Fig. 1: run 1, congestion heat map
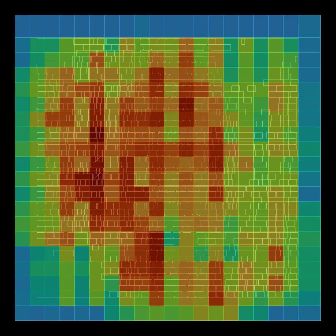
Fig. 2: run 1, metal 2
Bar = 50 um.
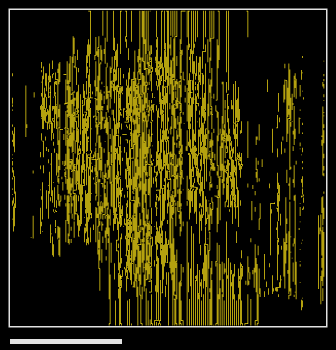
Fig. 3: run 1, metal 3
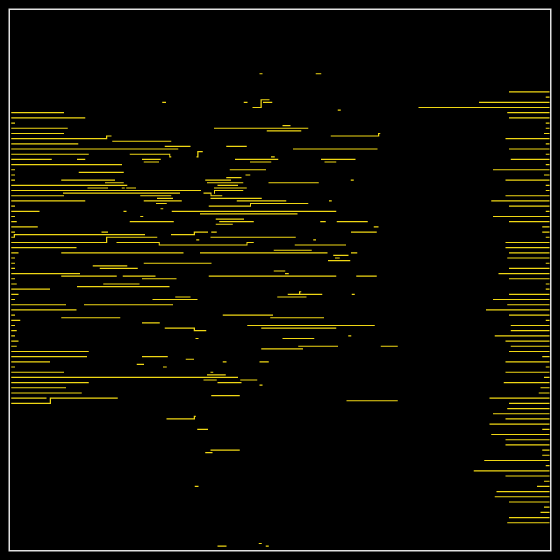
Fig. 4: run 1, where the registers sit
Bar = 50 um. Other sequential cells in the stronger gray, the rest of the logic in the fainter gray.
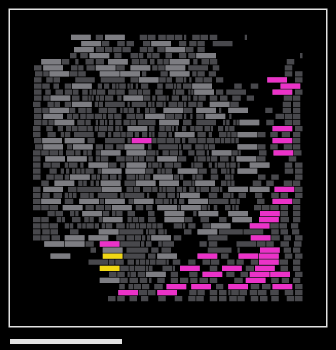
--- src/rtl/ram_lsu_adapter_pkg.sv ---
// Shared definitions for the RAM load/store adapter: access-size and FSM
// state encodings, RAM strobe/data constants and the alignment check.
package ram_lsu_adapter_pkg;

    typedef enum logic [1:0] {
        SizeByte    = 2'b00,
        SizeHalf    = 2'b01,
        SizeWord    = 2'b10,
        SizeIllegal = 2'b11
    } size_e;

    typedef enum logic [1:0] {
        StIdle = 2'b00,
        StRd   = 2'b01,
        StWr   = 2'b10,
        StDone = 2'b11
    } state_e;

    localparam logic        WriteEnable = 1'b1;
    localparam logic [31:0] ZeroWord    = 32'h0000_0000;

    // Flags illegal sizes and accesses not aligned to their natural size.
    function automatic logic access_illegal(input logic [1:0] size, input logic [1:0] off);
        logic bad;
        case (size)
            SizeByte: bad = 1'b0;
            SizeHalf: bad = off[0];
            SizeWord: bad = (off != 2'b00);
            default:  bad = 1'b1;
        endcase
        return bad;
    endfunction

endpackage

--- src/rtl/ram_lsu_adapter_lane.sv ---
// Byte-lane datapath: extracts and sign/zero-extends a load lane from a RAM
// word, and merges store data into an existing word for read-modify-write.
module lsu_byte_lane
    import ram_lsu_adapter_pkg::*;
(
    input  logic [31:0] i_word,
    input  logic [1:0]  i_off,
    input  logic [1:0]  i_size,
    input  logic        i_unsigned,
    input  logic [31:0] i_wdata,
    output logic [31:0] o_load,
    output logic [31:0] o_merge
);

    logic [7:0]  w_byte;
    logic [15:0] w_half;
    logic        w_sign;

    // Select the addressed byte and halfword lanes of the word.
    always_comb begin
        w_byte = 8'h00;
        case (i_off)
            2'd0:    w_byte = i_word[7:0];
            2'd1:    w_byte = i_word[15:8];
            2'd2:    w_byte = i_word[23:16];
            2'd3:    w_byte = i_word[31:24];
            default: w_byte = 8'h00;
        endcase
        if (i_off[1]) begin
            w_half = i_word[31:16];
        end else begin
            w_half = i_word[15:0];
        end
    end

    // Extend the selected lane to 32 bits; unsigned loads zero-fill.
    always_comb begin
        o_load = i_word;
        w_sign = 1'b0;
        case (i_size)
            SizeByte: begin
                w_sign = ~i_unsigned & w_byte[7];
                o_load = {{24{w_sign}}, w_byte};
            end
            SizeHalf: begin
                w_sign = ~i_unsigned & w_half[15];
                o_load = {{16{w_sign}}, w_half};
            end
            default: begin
                w_sign = 1'b0;
                o_load = i_word;
            end
        endcase
    end

    // Replace only the target lane of the old word with store data.
    always_comb begin
        o_merge = i_word;
        case (i_size)
            SizeByte: begin
                case (i_off)
                    2'd0:    o_merge[7:0]   = i_wdata[7:0];
                    2'd1:    o_merge[15:8]  = i_wdata[7:0];
                    2'd2:    o_merge[23:16] = i_wdata[7:0];
                    2'd3:    o_merge[31:24] = i_wdata[7:0];
                    default: o_merge = i_word;
                endcase
            end
            SizeHalf: begin
                if (i_off[1]) begin
                    o_merge[31:16] = i_wdata[15:0];
                end else begin
                    o_merge[15:0] = i_wdata[15:0];
                end
            end
            default: o_merge = i_wdata;
        endcase
    end

endmodule

--- src/rtl/ram_lsu_adapter.sv ---
// Adapter between the core memory stage and a word-only data RAM. Converts
// byte/half/word loads and stores into word accesses; sub-word stores are
// read-modify-write. Optional macro RAM_BOUNDS_CHECK_EN makes word indices
// at or beyond DEPTH an access error.
module ram_lsu_adapter
    import ram_lsu_adapter_pkg::*;
#(
    parameter int DEPTH = 256,
    parameter int AW    = 8
) (
    input  logic        clk,
    input  logic        rst_n,
    input  logic        req_i,
    input  logic        we_i,
    input  logic [31:0] addr_i,
    input  logic [31:0] wdata_i,
    input  logic [1:0]  size_i,
    input  logic        unsigned_i,
    output logic        busy_o,
    output logic        done_o,
    output logic        err_o,
    output logic [31:0] rdata_o,
    output logic        mem_we_o,
    output logic [31:0] mem_waddr_o,
    output logic [31:0] mem_wdata_o,
    output logic [31:0] mem_raddr_o,
    input  logic [31:0] mem_rdata_i
);

`ifdef RAM_BOUNDS_CHECK_EN
    localparam logic BoundsCheck = 1'b1;
`else
    localparam logic BoundsCheck = 1'b0;
`endif

    state_e      r_state;
    logic        r_we;
    logic [31:0] r_addr;
    logic [31:0] r_wdata;
    logic [1:0]  r_size;
    logic        r_unsigned;
    logic        r_err;
    logic [31:0] r_rdata;
    logic [31:0] r_mem_wdata;

    logic        w_oob;
    logic        w_err;
    logic [31:0] w_load;
    logic [31:0] w_merge;

    // Indices past DEPTH, or past what AW bits can decode, are out of range.
    assign w_oob = BoundsCheck &
                   (({2'b00, addr_i[31:2]} >= 32'(DEPTH)) | (|(addr_i[31:2] >> AW)));
    assign w_err = access_illegal(size_i, addr_i[1:0]) | w_oob;

    lsu_byte_lane u_lane (
        .i_word     (mem_rdata_i),
        .i_off      (r_addr[1:0]),
        .i_size     (r_size),
        .i_unsigned (r_unsigned),
        .i_wdata    (r_wdata),
        .o_load     (w_load),
        .o_merge    (w_merge)
    );

    assign busy_o      = (r_state != StIdle);
    assign done_o      = (r_state == StDone);
    assign err_o       = r_err;
    assign rdata_o     = r_rdata;
    assign mem_we_o    = (r_state == StWr) ? WriteEnable : ~WriteEnable;
    assign mem_waddr_o = {r_addr[31:2], 2'b00};
    assign mem_raddr_o = {r_addr[31:2], 2'b00};
    assign mem_wdata_o = r_mem_wdata;

    // Access sequencer: accept, optional RAM read, optional RAM write, done.
    always_ff @(posedge clk or negedge rst_n) begin
        if (!rst_n) begin
            r_state     <= StIdle;
            r_we        <= 1'b0;
            r_addr      <= ZeroWord;
            r_wdata     <= ZeroWord;
            r_size      <= 2'b00;
            r_unsigned  <= 1'b0;
            r_err       <= 1'b0;
            r_rdata     <= ZeroWord;
            r_mem_wdata <= ZeroWord;
        end else begin
            case (r_state)
                StIdle: begin
                    if (req_i) begin
                        r_we       <= we_i;
                        r_addr     <= addr_i;
                        r_wdata    <= wdata_i;
                        r_size     <= size_i;
                        r_unsigned <= unsigned_i;
                        r_err      <= w_err;
                        if (w_err) begin
                            r_rdata <= ZeroWord;
                            r_state <= StDone;
                        end else if (we_i && (size_i == SizeWord)) begin
                            r_mem_wdata <= wdata_i;
                            r_state     <= StWr;
                        end else begin
                            r_state <= StRd;
                        end
                    end else begin
                        r_state <= StIdle;
                    end
                end
                StRd: begin
                    if (r_we) begin
                        r_mem_wdata <= w_merge;
                        r_state     <= StWr;
                    end else begin
                        r_rdata <= w_load;
                        r_state <= StDone;
                    end
                end
                StWr: begin
                    r_state <= StDone;
                end
                StDone: begin
                    r_err   <= 1'b0;
                    r_state <= StIdle;
                end
                default: begin
                    r_state <= StIdle;
                end
            endcase
        end
    end

endmodule

--- config.mk ---
export PLATFORM = sky130hd
export DESIGN_NAME = ram_lsu_adapter
export DESIGN_NICKNAME = d
export VERILOG_FILES = /design/src/rtl/ram_lsu_adapter_pkg.sv /design/src/rtl/ram_lsu_adapter_lane.sv /design/src/rtl/ram_lsu_adapter.sv
export SDC_FILE = /design/constraint.sdc
export NUM_CORES = 1
export LEC_CHECK = 0
export CAP_MARGIN = 20
export CORE_MARGIN = 10
export CORE_UTILIZATION = 51
export CTS_CLUSTER_DIAMETER = 120
export DETAILED_ROUTE_END_ITERATION = 6
export PLACE_DENSITY = 0.94
export SLEW_MARGIN = 20
export SYNTH_ARGS = -nofsm -noshare
export SYNTH_HDL_FRONTEND = slang
export SYNTH_SLANG_ARGS = --single-unit
--- constraint.sdc ---
create_clock -name clk -period 4.3 [get_ports clk]
set_clock_uncertainty 0.1 [all_clocks]
set_input_delay 0.86 -clock clk [delete_from_list [all_inputs] [get_ports clk]]
set_output_delay 0.86 -clock clk [all_outputs]
set_load 0.01 [all_outputs]
==> results.py, run 1 <==
# Metrics from the implementation run
metrics = {
    "status": {
        "outcome": "complete, but fails checks",
        "violations": "design-rule violations",
    },
    "cells_and_area": {
        "ff_count": 135,
        "final_cell_mix": "clkdlybuf4s50_1, dfrtp_1, mux2_2",
        "inverters": 6,
        "final_cells": 1039,
        "final_area_sq_mm": 0.0101,
        "comb_share_pct": 33.9,
        "buf_share_pct": 23.8,
        "drive_gt1_share_pct": 18.7,
        "syn_to_final_growth_pct": 34.4,
        "seq_share_pct": 33.4,
        "fillers": 1033,
        "nets": 948,
    },
    "setup_path": {
        "crit_start": "r_state[0]",
        "rr_endpoint": "rdata_o[31]",
        "arrival_ns": 2.01,
        "crit_fanout": 8,
        "crit_buf_inv": 3,
        "critPathKind": "flop to output port",
        "slowest_delay_ns": 0.59,
        "reg2reg_depth": 6,
        "cp.depth": 4,
        "r2r-start": "r_state[1]",
        "slowest_stage": "clkdlybuf4s50_1",
        "crit_top_cell": "inv_1",
        "end_kind": "output port",
    },
    "logic_synthesis": {
        "edf_count": 0,
        "top_cells_by_area": "dfrtp_1, mux2_2, buf_4",
        "synthCells": 690,
        "top_area_cell": "dfrtp_1",
        "ys_async_sr_fraction_pct": 100,
        "ys_sh_mux_pct": 18.4,
        "ys_cells": 690,
        "ys_sh_adder_pct": 0.665,
        "synth-main-ff-cell": "dfrtp_1",
        "synth_area_sq_mm": 0.00753,
        "synthTopLogicFamily": "multiplexers",
    },
    "final_timing": {
        "slew-limit-headroom_pct": 29.8,
        "tns_ns": 0,
        "worst_slew_pin_slew_ns": 1.05,
        "fin_hold_ws_ns": 0.389,
        "worst_slack_ns": 1.33,
        "finalHoldViolations": 0,
        "setup_viol": 0,
        "period_needed_ns": 2.97,
    },
    "placement": {
        "io_buffers": 230,
        "dpl_cell_area_sq_mm": 0.00947,
        "place_congestion": 0.906,
        "hpwl_um": 17500,
    },
    "route": {
        "vias": 6236,
        "drt_first_iter_violations": 604,
        "post_drt_via_cell_ratio": 6.00,
        "top_layer": "met5",
        "met2_length_um": 11300,
        "drc": 2,
        "wl_met1_um": 9340,
        "wl_met3_um": 2490,
        "wl_um": 23900,
    },
    "cts": {
        "path_clk_slew_ns": 0.06,
        "hold_buffers": 0,
        "post-cts-setup-buffer-count": 0,
        "cts-resized-gates": 0,
        "root_buffer": "clkbuf_16",
    },
    "power_and_ir_drop": {
        "power_w": 0.00806,
        "clockPowerShare_pct": 19.9,
        "vdd_drop_max_uv": 400,
        "power_density_mw_per_mm2": 797,
        "combPwrFrac_pct": 49.9,
        "p_int_w": 0.00505,
        "powerSeq_w": 0.00244,
        "powerClk_w": 0.00161,
        "p_leak_nw": 4.21,
        "switching_share_pct": 37.4,
        "p_sw_w": 0.00301,
        "power_leader": "combinational logic",
    },
    "floorplanning": {
        "die_area_sq_mm": 0.0200,
        "io_pins": 235,
        "fp_util_pct": 52.0,
        "die_h_um": 141,
        "num_rows": 44,
        "tap_cells": 184,
    },
    "global_routing": {
        "gr-total-overflow": 0,
        "use_met1_pct": 28.7,
        "grt_pass1_wl_um": 37300,
    },
    "hold_path": {
        "hold_class": "primary input to async pin",
    },
}
Back to the opening pictures, Fig. 1:
GR Util met3: 8.18%
most used routing layer: met2
Util after Layout: 69.9%
M2 GR Usage: 37.7%

Back to the opening pictures, Fig. 2:
longest straight run = 63.4 um
share of all routed wire = 47%
wire length on this layer = 11300 um

Back to the opening pictures, Fig. 3:
main direction = horizontal
wire length on this layer = 2490 um
nets with wire on the layer = 223
share of all routed wire = 10%

Back to the opening pictures, Fig. 4:
magenta -> r_addr  # flops 32
yellow -> r_size  # flops 2
not colored = 101

--- run 2 (diff from run 1) ---
- CORE_UTILIZATION: 51 -> 47
- PLACE_DENSITY: 0.94 -> 0.88
- clock period: 4.3 -> 2.8 ns (I/O delays scaled with it)
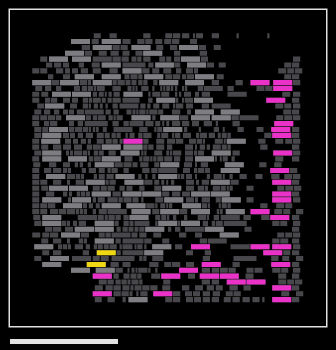
Fig. 5. Where the registers sit (run 2).
Bar = 50 um. Other sequential cells in the stronger gray, the rest of the logic in the fainter gray.
magenta -> r_addr  # flops 32
yellow -> r_size  # flops 2
not colored = 101

==> results.py, run 2 <==
# Metrics from the implementation run
metrics = {
    "status": {
        "outcome": "complete, no violations",
    },
    "cells_and_area": {
        "fillers": 1216,
        "final_cell_mix": "clkdlybuf4s50_1, dfrtp_1, mux2_2",
        "inverters": 6,
        "final_area_sq_mm": 0.0103,
        "drive_gt1_share_pct": 20.1,
        "final_cells": 1083,
        "syn_to_final_growth_pct": 36.6,
    },
    "logic_synthesis": {
        "top_cells_by_area": "dfrtp_1, mux2_2, buf_4",
        "synthCells": 690,
        "synth-main-ff-cell": "dfrtp_1",
        "top_area_cell": "dfrtp_1",
        "synth_area_sq_mm": 0.00753,
    },
    "floorplanning": {
        "num_rows": 46,
        "die_h_um": 147,
    },
    "global_routing": {
        "grt_most_used_layer": "met2",
        "gr-total-overflow": 0,
        "use_met2_pct": 36.3,
    },
    "power_and_ir_drop": {
        "powerSeq_w": 0.00367,
        "power_leader": "combinational logic",
        "p_int_w": 0.00783,
        "p_sw_w": 0.00461,
        "powerClk_w": 0.00251,
        "switching_share_pct": 37.1,
        "power_density_mw_per_mm2": 1210,
    },
    "cts": {
        "path_clk_slew_ns": 0.06,
        "cts-resized-gates": 0,
    },
    "placement": {
        "hpwl_um": 18000,
        "dpl_cell_area_sq_mm": 0.00962,
    },
    "setup_path": {
        "arrival_ns": 1.96,
        "slowest_stage": "clkdlybuf4s50_1",
        "r2r-start": "r_state[1]",
        "reg2reg_depth": 6,
        "cp.depth": 4,
    },
    "final_timing": {
        "tns_ns": 0,
        "finalHoldViolations": 0,
        "worst_slew_pin_slew_ns": 1.08,
    },
    "route": {
        "met2_length_um": 11600,
    },
}
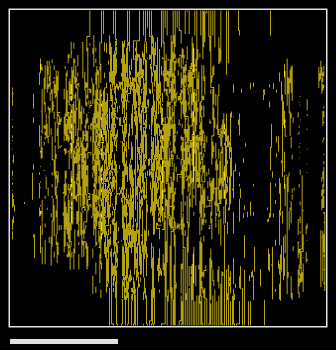
Fig. 6. Metal 2 (run 2).
Bar = 50 um.
nets with wire on the layer = 873
wire length on this layer = 11600 um
main direction = vertical

--- run 3 (diff from run 2) ---
- SKIP_LAST_GASP: unset -> 1
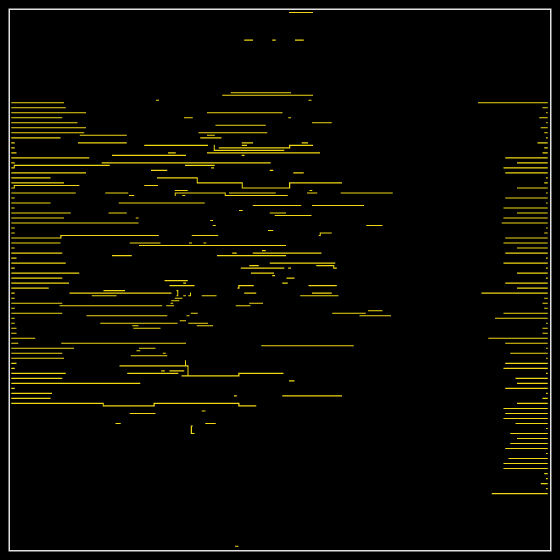
Fig. 7. Metal 3 (run 3).
longest straight run = 45.5 um
nets with wire on the layer = 219

==> results.py, run 3 <==
# Metrics from the implementation run
metrics = {
    "power_and_ir_drop": {
        "combPwrFrac_pct": 50.3,
        "power_density_mw_per_mm2": 1210,
        "power_w": 0.0124,
        "clockPowerShare_pct": 20.1,
        "switching_share_pct": 37.1,
        "vdd_drop_max_uv": 633,
        "powerClk_w": 0.00251,
        "p_leak_nw": 4.28,
        "p_sw_w": 0.00461,
        "power_leader": "combinational logic",
        "p_int_w": 0.00783,
        "powerSeq_w": 0.00367,
    },
    "hold_path": {
        "hold_class": "primary input to async pin",
    },
    "floorplanning": {
        "die_h_um": 147,
        "fp_util_pct": 47.7,
        "num_rows": 46,
        "tap_cells": 216,
        "io_pins": 235,
    },
    "logic_synthesis": {
        "synth-main-ff-cell": "dfrtp_1",
        "synthCells": 690,
        "synth_area_sq_mm": 0.00753,
        "top_area_cell": "dfrtp_1",
        "edf_count": 0,
        "ys_sh_mux_pct": 18.4,
    },
    "cells_and_area": {
        "final_cells": 1083,
        "comb_share_pct": 33.4,
        "fin_util_pct": 65.2,
        "drive_gt1_share_pct": 20.1,
        "inverters": 6,
        "seq_share_pct": 32.9,
        "final_cell_mix": "clkdlybuf4s50_1, dfrtp_1, mux2_2",
        "buf_share_pct": 24.5,
        "ff_count": 135,
        "syn_to_final_growth_pct": 36.6,
        "nets": 961,
    },
    "final_timing": {
        "tns_ns": 0,
        "fin_hold_ws_ns": 0.00340,
        "setup_viol": 0,
        "slew-limit-headroom_pct": 27.8,
        "worst_slew_pin_slew_ns": 1.08,
        "finalHoldViolations": 0,
        "period_needed_ns": 2.62,
    },
    "placement": {
        "hpwl_um": 18000,
        "place_congestion": 0.971,
        "dpl_cell_area_sq_mm": 0.00962,
    },
    "global_routing": {
        "use_met3_pct": 7.29,
        "grt_pass1_wl_um": 37700,
        "grt_most_used_layer": "met2",
        "gr-total-overflow": 0,
        "use_met1_pct": 26.2,
        "use_met2_pct": 36.3,
    },
    "route": {
        "met2_length_um": 11600,
        "wl_met3_um": 2290,
        "wl_um": 24100,
        "post_drt_via_cell_ratio": 5.82,
        "drc": 0,
        "vias": 6302,
    },
    "setup_path": {
        "cp.depth": 4,
        "slowest_stage": "clkdlybuf4s50_1",
        "crit_top_cell": "inv_1",
        "critPathKind": "flop to output port",
        "crit_start": "r_state[0]",
        "crit_buf_inv": 3,
        "crit_fanout": 8,
        "reg2reg_depth": 6,
        "arrival_ns": 1.96,
    },
    "cts": {
        "cts-resized-gates": 0,
        "root_buffer": "clkbuf_16",
        "post-cts-setup-buffer-count": 0,
    },
    "status": {
        "outcome": "complete, no violations",
    },
}
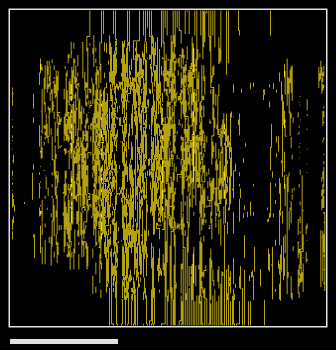
Fig. 8. Metal 2 (run 3).
Bar = 50 um.
nets with wire on the layer = 873
main direction = vertical

